### Routed metal, one color a layer

Two of the layers only.
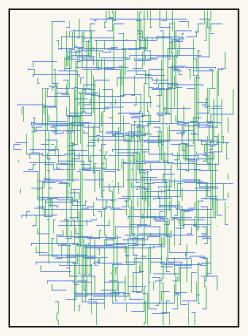
### Wires at chosen ports, followed through buffers

The bar under the picture is 20 um long.
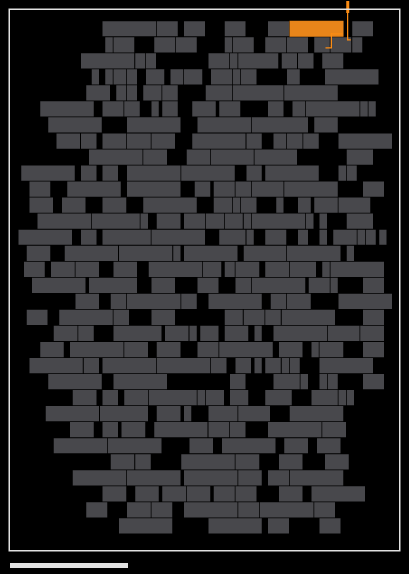
### Clock wiring as the flow saved it

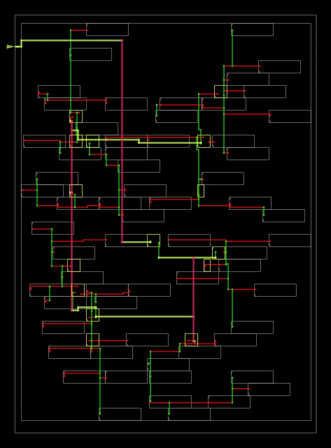
### Zoomed window

Window x 0 to 40, y 49 to 89 um. Cells in gray, sequential cells in the stronger gray; small squares are vias.
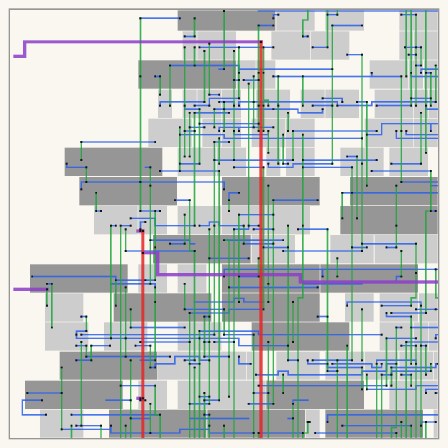
### Where the registers sit

The bar under the picture is 20 um long. Other sequential cells in the stronger gray, the rest of the logic in the fainter gray.
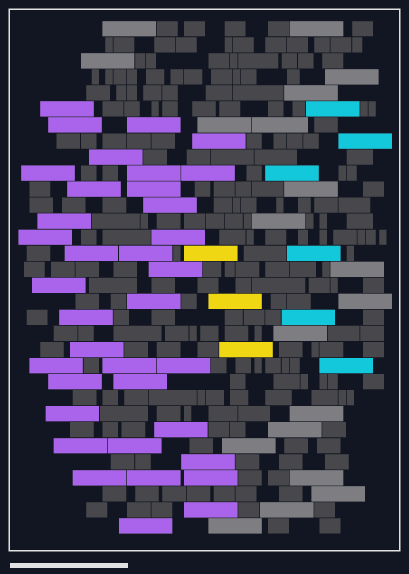
<file path="src/rtl/bit_matvec_engine_if.sv">
// Handshake bundle for bit_matvec_engine: row-load port, vector port, result port.
// The master side drives requests and res_ready; the slave side is the engine.
interface bit_matvec_engine_if #(
  parameter int N  = 6,
  parameter int RW = $clog2(N)
);
  logic          load_valid;
  logic          load_ready;
  logic [N-1:0]  load_data;
  logic          load_clr;
  logic [RW-1:0] load_row;
  logic          vec_valid;
  logic          vec_ready;
  logic [N-1:0]  vec_data;
  logic          vec_mode;
  logic          res_valid;
  logic          res_ready;
  logic [N-1:0]  res_data;
  logic          busy;

  modport master (
    output load_valid, load_data, load_clr, vec_valid, vec_data, vec_mode, res_ready,
    input  load_ready, load_row, vec_ready, res_valid, res_data, busy
  );

  modport slave (
    input  load_valid, load_data, load_clr, vec_valid, vec_data, vec_mode, res_ready,
    output load_ready, load_row, vec_ready, res_valid, res_data, busy
  );
endinterface

</file>
<file path="src/rtl/bit_matvec_engine.sv">
// N x N bit-matrix times N-bit vector, one matrix row folded per cycle,
// XOR (GF(2)) or OR accumulation; result held on a valid/ready port.

// One result column: folds the selected row's bit into the accumulator.
module bmv_lane (
  input  logic term_i,
  input  logic mode_i,
  input  logic acc_i,
  output logic acc_o
);
  assign acc_o = mode_i ? (acc_i | term_i) : (acc_i ^ term_i);
endmodule

module bit_matvec_engine #(
  parameter int N  = 6,
  parameter int RW = $clog2(N)
) (
  input  logic                 clk,
  input  logic                 rst_n,
  bit_matvec_engine_if.slave   io
);
  localparam logic [1:0]    S_IDLE    = 2'd0;
  localparam logic [1:0]    S_COMPUTE = 2'd1;
  localparam logic [1:0]    S_DONE    = 2'd2;
  localparam logic [RW-1:0] LAST      = RW'(N-1);

  logic [1:0]          state_q, state_d;
  logic [N-1:0][N-1:0] mat_q, mat_d;
  logic [RW-1:0]       load_row_q, load_row_d;
  logic [RW-1:0]       k_q, k_d;
  logic [N-1:0]        x_q, x_d;
  logic [N-1:0]        acc_q, acc_d;
  logic [N-1:0]        res_data_q, res_data_d;
  logic                mode_q, mode_d;
  logic                res_valid_q, res_valid_d;
  logic [N-1:0]        row_term, acc_nxt;
  logic                load_fire, vec_fire;

  // Row k contributes only when x[k] is set.
  assign row_term = x_q[k_q] ? mat_q[k_q] : '0;

  for (genvar j = 0; j < N; j++) begin : g_lane
    bmv_lane u_lane (
      .term_i (row_term[j]),
      .mode_i (mode_q),
      .acc_i  (acc_q[j]),
      .acc_o  (acc_nxt[j])
    );
  end

  // Readies come from state and load_valid only, never from res_ready.
  assign io.load_ready = (state_q == S_IDLE);
  assign io.vec_ready  = (state_q == S_IDLE) & ~io.load_valid;
  assign load_fire     = io.load_ready & io.load_valid;
  assign vec_fire      = io.vec_ready & io.vec_valid;

  assign io.load_row  = load_row_q;
  assign io.res_valid = res_valid_q;
  assign io.res_data  = res_data_q;
  assign io.busy      = (state_q != S_IDLE);

  always_comb begin
    state_d     = state_q;
    mat_d       = mat_q;
    load_row_d  = load_row_q;
    k_d         = k_q;
    x_d         = x_q;
    acc_d       = acc_q;
    mode_d      = mode_q;
    res_data_d  = res_data_q;
    res_valid_d = res_valid_q;

    // A clear riding on a load writes row 0 and leaves the pointer at row 1.
    if (load_fire) begin
      if (io.load_clr) begin
        mat_d[0]   = io.load_data;
        load_row_d = RW'(1);
      end else begin
        mat_d[load_row_q] = io.load_data;
        load_row_d        = (load_row_q == LAST) ? '0 : load_row_q + 1'b1;
      end
    end else if (io.load_clr) begin
      load_row_d = '0;
    end

    case (state_q)
      S_IDLE: begin
        if (vec_fire) begin
          x_d     = io.vec_data;
          mode_d  = io.vec_mode;
          acc_d   = '0;
          k_d     = '0;
          state_d = S_COMPUTE;
        end
      end
      S_COMPUTE: begin
        acc_d = acc_nxt;
        if (k_q == LAST) begin
          k_d         = '0;
          res_data_d  = acc_nxt;
          res_valid_d = 1'b1;
          state_d     = S_DONE;
        end else begin
          k_d = k_q + 1'b1;
        end
      end
      S_DONE: begin
        if (io.res_ready) begin
          res_valid_d = 1'b0;
          state_d     = S_IDLE;
        end
      end
      default: state_d = S_IDLE;
    endcase
  end

  always_ff @(posedge clk or negedge rst_n) begin
    if (!rst_n) begin
      state_q     <= S_IDLE;
      mat_q       <= '0;
      load_row_q  <= '0;
      k_q         <= '0;
      x_q         <= '0;
      acc_q       <= '0;
      mode_q      <= 1'b0;
      res_data_q  <= '0;
      res_valid_q <= 1'b0;
    end else begin
      state_q     <= state_d;
      mat_q       <= mat_d;
      load_row_q  <= load_row_d;
      k_q         <= k_d;
      x_q         <= x_d;
      acc_q       <= acc_d;
      mode_q      <= mode_d;
      res_data_q  <= res_data_d;
      res_valid_q <= res_valid_d;
    end
  end
endmodule

</file>
<file path="src/flat_wrapper.sv">
// flat-port wrapper written by rule: the top's interface ports become plain ports
module bit_matvec_engine_flat 
#(
  parameter int N  = 6,
  parameter int RW = $clog2(N)
)
  (clk, rst_n, io_load_valid, io_load_data, io_load_clr, io_vec_valid, io_vec_data, io_vec_mode, io_res_ready, io_load_ready, io_load_row, io_vec_ready, io_res_valid, io_res_data, io_busy);
  bit_matvec_engine_if #(.N(N), .RW(RW)) io_i ();
  input  logic clk;
  input  logic rst_n;
  input wire logic [$bits(io_i.load_valid)-1:0] io_load_valid;
  input wire logic [$bits(io_i.load_data)-1:0] io_load_data;
  input wire logic [$bits(io_i.load_clr)-1:0] io_load_clr;
  input wire logic [$bits(io_i.vec_valid)-1:0] io_vec_valid;
  input wire logic [$bits(io_i.vec_data)-1:0] io_vec_data;
  input wire logic [$bits(io_i.vec_mode)-1:0] io_vec_mode;
  input wire logic [$bits(io_i.res_ready)-1:0] io_res_ready;
  output wire logic [$bits(io_i.load_ready)-1:0] io_load_ready;
  output wire logic [$bits(io_i.load_row)-1:0] io_load_row;
  output wire logic [$bits(io_i.vec_ready)-1:0] io_vec_ready;
  output wire logic [$bits(io_i.res_valid)-1:0] io_res_valid;
  output wire logic [$bits(io_i.res_data)-1:0] io_res_data;
  output wire logic [$bits(io_i.busy)-1:0] io_busy;
  assign io_i.load_valid = io_load_valid;
  assign io_i.load_data = io_load_data;
  assign io_i.load_clr = io_load_clr;
  assign io_i.vec_valid = io_vec_valid;
  assign io_i.vec_data = io_vec_data;
  assign io_i.vec_mode = io_vec_mode;
  assign io_i.res_ready = io_res_ready;
  assign io_load_ready = io_i.load_ready;
  assign io_load_row = io_i.load_row;
  assign io_vec_ready = io_i.vec_ready;
  assign io_res_valid = io_i.res_valid;
  assign io_res_data = io_i.res_data;
  assign io_busy = io_i.busy;
  bit_matvec_engine #(.N(N), .RW(RW)) u_core (.clk(clk), .rst_n(rst_n), .io(io_i));
endmodule
</file>
<file path="config.mk">
export PLATFORM = sky130hd
export DESIGN_NAME = bit_matvec_engine_flat
export DESIGN_NICKNAME = d
export VERILOG_FILES = /design/src/rtl/bit_matvec_engine_if.sv /design/src/rtl/bit_matvec_engine.sv /design/src/flat_wrapper.sv
export SDC_FILE = /design/constraint.sdc
export NUM_CORES = 1
export LEC_CHECK = 0
export CORE_ASPECT_RATIO = 1.4
export CORE_UTILIZATION = 53
export CTS_BUF_LIST = sky130_fd_sc_hd__clkbuf_4
export DETAILED_ROUTE_END_ITERATION = 10
export PLACE_DENSITY = 0.78
export SYNTH_ARGS = -nofsm -noshare
export SYNTH_HDL_FRONTEND = slang
export SYNTH_SLANG_ARGS = --single-unit
</file>
<file path="constraint.sdc">
create_clock -name clk -period 2.1 [get_ports clk]
set_input_delay 0.315 -clock clk [delete_from_list [all_inputs] [get_ports clk]]
set_output_delay 0.315 -clock clk [all_outputs]
set_load 0.01 [all_outputs]
</file>
==> flow_metrics.tcl <==
# flow metrics
set metrics [dict create \
    drcViolationCount 0 \
    drive_gt1_frac 0.370 \
    rsz0062_at_grt "yes" \
    yosysWarnings 0 \
    p_leak_nw 1.72 \
    logic_area_um2 1370 \
    clock_skew_ns 0.00847 \
    ir_drop_mv 0.654 \
    reg2reg_depth 8 \
    post_cts_resized 1 \
    grt_pass1_wl_mm 9.29 \
    hold_buffers 1 \
    place_ws_ns -0.0123 \
    place_congestion 0.700 \
    ys_ff 64 \
    grt_pass1_vias 1994 \
    critPathTopFamily "multiplexers" \
    design_area_um2 3740 \
    max-slew-margin-rel 0.536 \
    nFillCells 428 \
    cp_num_buf_inv 1 \
    fp_util 0.550 \
    largest_area_cell "dfrtp_1" \
    tritoncts "built" \
    grt_overflow 0 \
    cts_sinks 64 \
    holdCritPathClass "register to register" \
    synth_cell_types 32 \
    yosysCellCount 226 \
    cp.arrival_ns 2.39 \
    synth_seq_share 0.527 \
    areaGrowthSynthToFinish_pct 23.1 \
    most_common_cell "dfrtp_1" \
    slowest_delay_ns 0.42 \
    status "finished with violations" \
    critPathCaptureType "register" \
    dieArea_um2 6040 \
    maxCapViolCount 0 \
    common_cells "dfrtp_1 (64), mux2_2 (57), nor2_1 (16)" \
    crit_required_ns 2.38 \
    dr.pass1.iters 4 \
    die_h_um 91.6 \
    finalClockPeriodUsage 1.01 \
    wl_met3_um 130 \
    edf_count 0 \
    drt_iter0_markers 51 \
    finalHoldViolations 0 \
    synth.cell_area_um2 3040 \
    path_cells "buf_12 -> mux2_4 -> nand3b_1 -> o22a_1 -> ha_1 -> nor2_1 -> a21oi_1 -> mux2_2" \
    grt_start_max_net_pins 36 \
    maxUsedRoutingLayer "met4" \
    fin_nets 305 \
    tightestPinTransition_ns 0.696 \
    violations "negative setup slack" \
    die_w_um 66.0 \
    finalSetupViolations 4 \
    hold_depth 1 \
    place_area_um2 3510 \
    dp_cells 327 \
    setup_slack_ns -0.0128 \
    htreeDepth 3 \
    reg2reg_from "u_core.k_q[0]$_DFFE_PN0P_" \
    clockBufferDepth 2 \
    yosys_most_used_dff "dfrtp_1" \
    cts_buffers 9 \
    detailed_place_hpwl_mm 3.91 \
    fmax_mhz 473 \
    postCtsSetupRepairBufs 0 \
    worst-path-stages 8 \
    syn_avg_cell_area_um2 13.4 \
    yosysChipArea_um2 3040 \
    fin_cells 352 \
    top_cell_area_share 0.527 \
    warning_count 27 \
    hold_path_end "u_core.io.res_valid$_DFFE_PN0P_" \
]
Back to the opening pictures, 'Routed metal, one color a layer':
metal 1: marked blue, wire length 2,310 um. metal 2: marked green, wire length 2,930 um.
DRT Wirelength: 5.47 mm
via count: 1,910
GRT Util Overall: 0.210
drt wl/cell: 15.5 um

Back to the opening pictures, 'Wires at chosen ports, followed through buffers':
`io_res_valid`: marked orange, direction output, end cells 1, wire 10.4 um.
Top Ports: 32
PortBufs: 31

Back to the opening pictures, 'Clock wiring as the flow saved it':
Late-Pin Clk Latency: 0.39 ns
Seq cells: 64

Back to the opening pictures, 'Zoomed window':
metal 3: marked purple. metal 4: marked red. metal 2: marked green. metal 1: marked blue.
84 logic cells have their middle in the window. Netlist names of flops here include `u_core.mat_q` (16), `u_core.io.load_row` (3). Most frequent: dfrtp_1 (20), mux2_2 (13), clkdlybuf4s50_1 (10). Sequential cells in the window: 20.

Back to the opening pictures, 'Where the registers sit':
`u_core.mat_q`: marked purple, placed flops 36. `u_core.k_q`: marked yellow, placed flops 3. `u_core.io.res_data`: marked cyan, placed flops 6.
Sequential Power: 1.97 mW
Reg area: 1600 um2
Seq area share: 0.428

[per-layer routing]
metal | global-route usage | up-vias
met5 | 0 | -
met4 | 0.0851 | 0
met3 | 0.0565 | 9
met2 | 0.355 | 20
met1 | 0.246 | 959
li1 | - | 922
[through the flow]
stage / util / hold WS, ns / power, mW
floorplan: - / 0.0194 / 3.38
global route: 0.677 / 0.511 / 5.29
CTS: 0.657 / 0.488 / 4.75
detailed placement: 0.636 / 0.407 / 4.06
global placement: 0.636 / 0.409 / 3.97
finish: 0.677 / 0.481 / 4.94
[sequential cells by signal, indices dropped and copies added (netlist names)]
signal,cells
u_core.x_q,6
u_core.mode_q,1
u_core.state_q,2
u_core.acc_q,6
u_core.io.load_row,3
u_core.io.res_data,6
u_core.k_q,3
u_core.io.res_valid,1
u_core.mat_q,36
[cell families after synthesis]
kind of cell | Yosys count | synth area share
AND/OR/NAND/NOR | 39 | 0.0803
XOR/XNOR | 1 | 0.00288
adder cells (fa/ha/maj) | 6 | 0.0247
multiplexers | 74 | 0.292
buffers and inverters | 24 | 0.0317
flip-flops | 64 | 0.527
AND-OR/OR-AND | 18 | 0.0412
[worst reg2reg max path: stages (launching register included)]
cell and delay [ns]:
dfrtp_1 0.42, buf_12 0.16, mux2_4 0.29, nand3b_1 0.22
o22a_1 0.23, ha_1 0.24, nor2_1 0.08, a21oi_1 0.06
mux2_2 0.30
[cell type report]
type                    count  share of cell area
flip-flops and latches     64               0.428
multi-input cells         138               0.366
repair buffers             52               0.140
clock buffers              13              0.0261
well taps                  68              0.0227
inverters                  15              0.0151
clock inverters             2             0.00201
[where the power goes]
part           internal [mW]  switching [mW]  leakage (nW)
registers               1.67           0.298         0.814
logic                   1.38           0.910         0.848
clock network          0.284           0.391        0.0629
total                   3.34            1.60          1.72
[how the worst max path moves through the flow]
| stage | start | to | slack, ns |
|---|---|---|---|
| 6_report | u_core.k_q[0]$_DFFE_PN0P_ | u_core.acc_q[2]$_DFFE_PN0P_ | -0.01 |
| 5_1_grt | u_core.k_q[0]$_DFFE_PN0P_ | u_core.acc_q[2]$_DFFE_PN0P_ | -0.12 |
| 4_1_cts | u_core.k_q[0]$_DFFE_PN0P_ | u_core.acc_q[2]$_DFFE_PN0P_ | 0.0006 |
| 3_5_place_dp | u_core.k_q[1]$_DFFE_PN0P_ | u_core.acc_q[2]$_DFFE_PN0P_ | -0.01 |
| 3_3_place_gp | u_core.k_q[1]$_DFFE_PN0P_ | u_core.io.res_data[2]$_DFFE_PN0P_ | 0.02 |
| 2_1_floorplan | u_core.k_q[1]$_DFFE_PN0P_ | u_core.io.res_data[1]$_DFFE_PN0P_ | 0.06 |
[placed cells by master, fill, tap and decap left out, drive strengths merged]
master and n:
dfrtp 64, mux2 57, clkdlybuf4s50 30, buf 20
nor2 16, inv 15, clkbuf 14, mux2i 11
mux4 6, o22a 6, ha 6, a21oi 4
nor2b 4, nand3b 3, nand3 3, o21ai 3
nor3b 3, nand2 2, nand4b 2, clkinv 2
a22oi 1, nand2b 1, and3b 1, nor4b 1
o22ai 1, and4bb 1, xor2 1, a21o 1
or2 1, nor3 1, o21bai 1, a22o 1
dlygate4sd3 1
Power figures rest on the tool's default switching activity, not on a simulated workload.
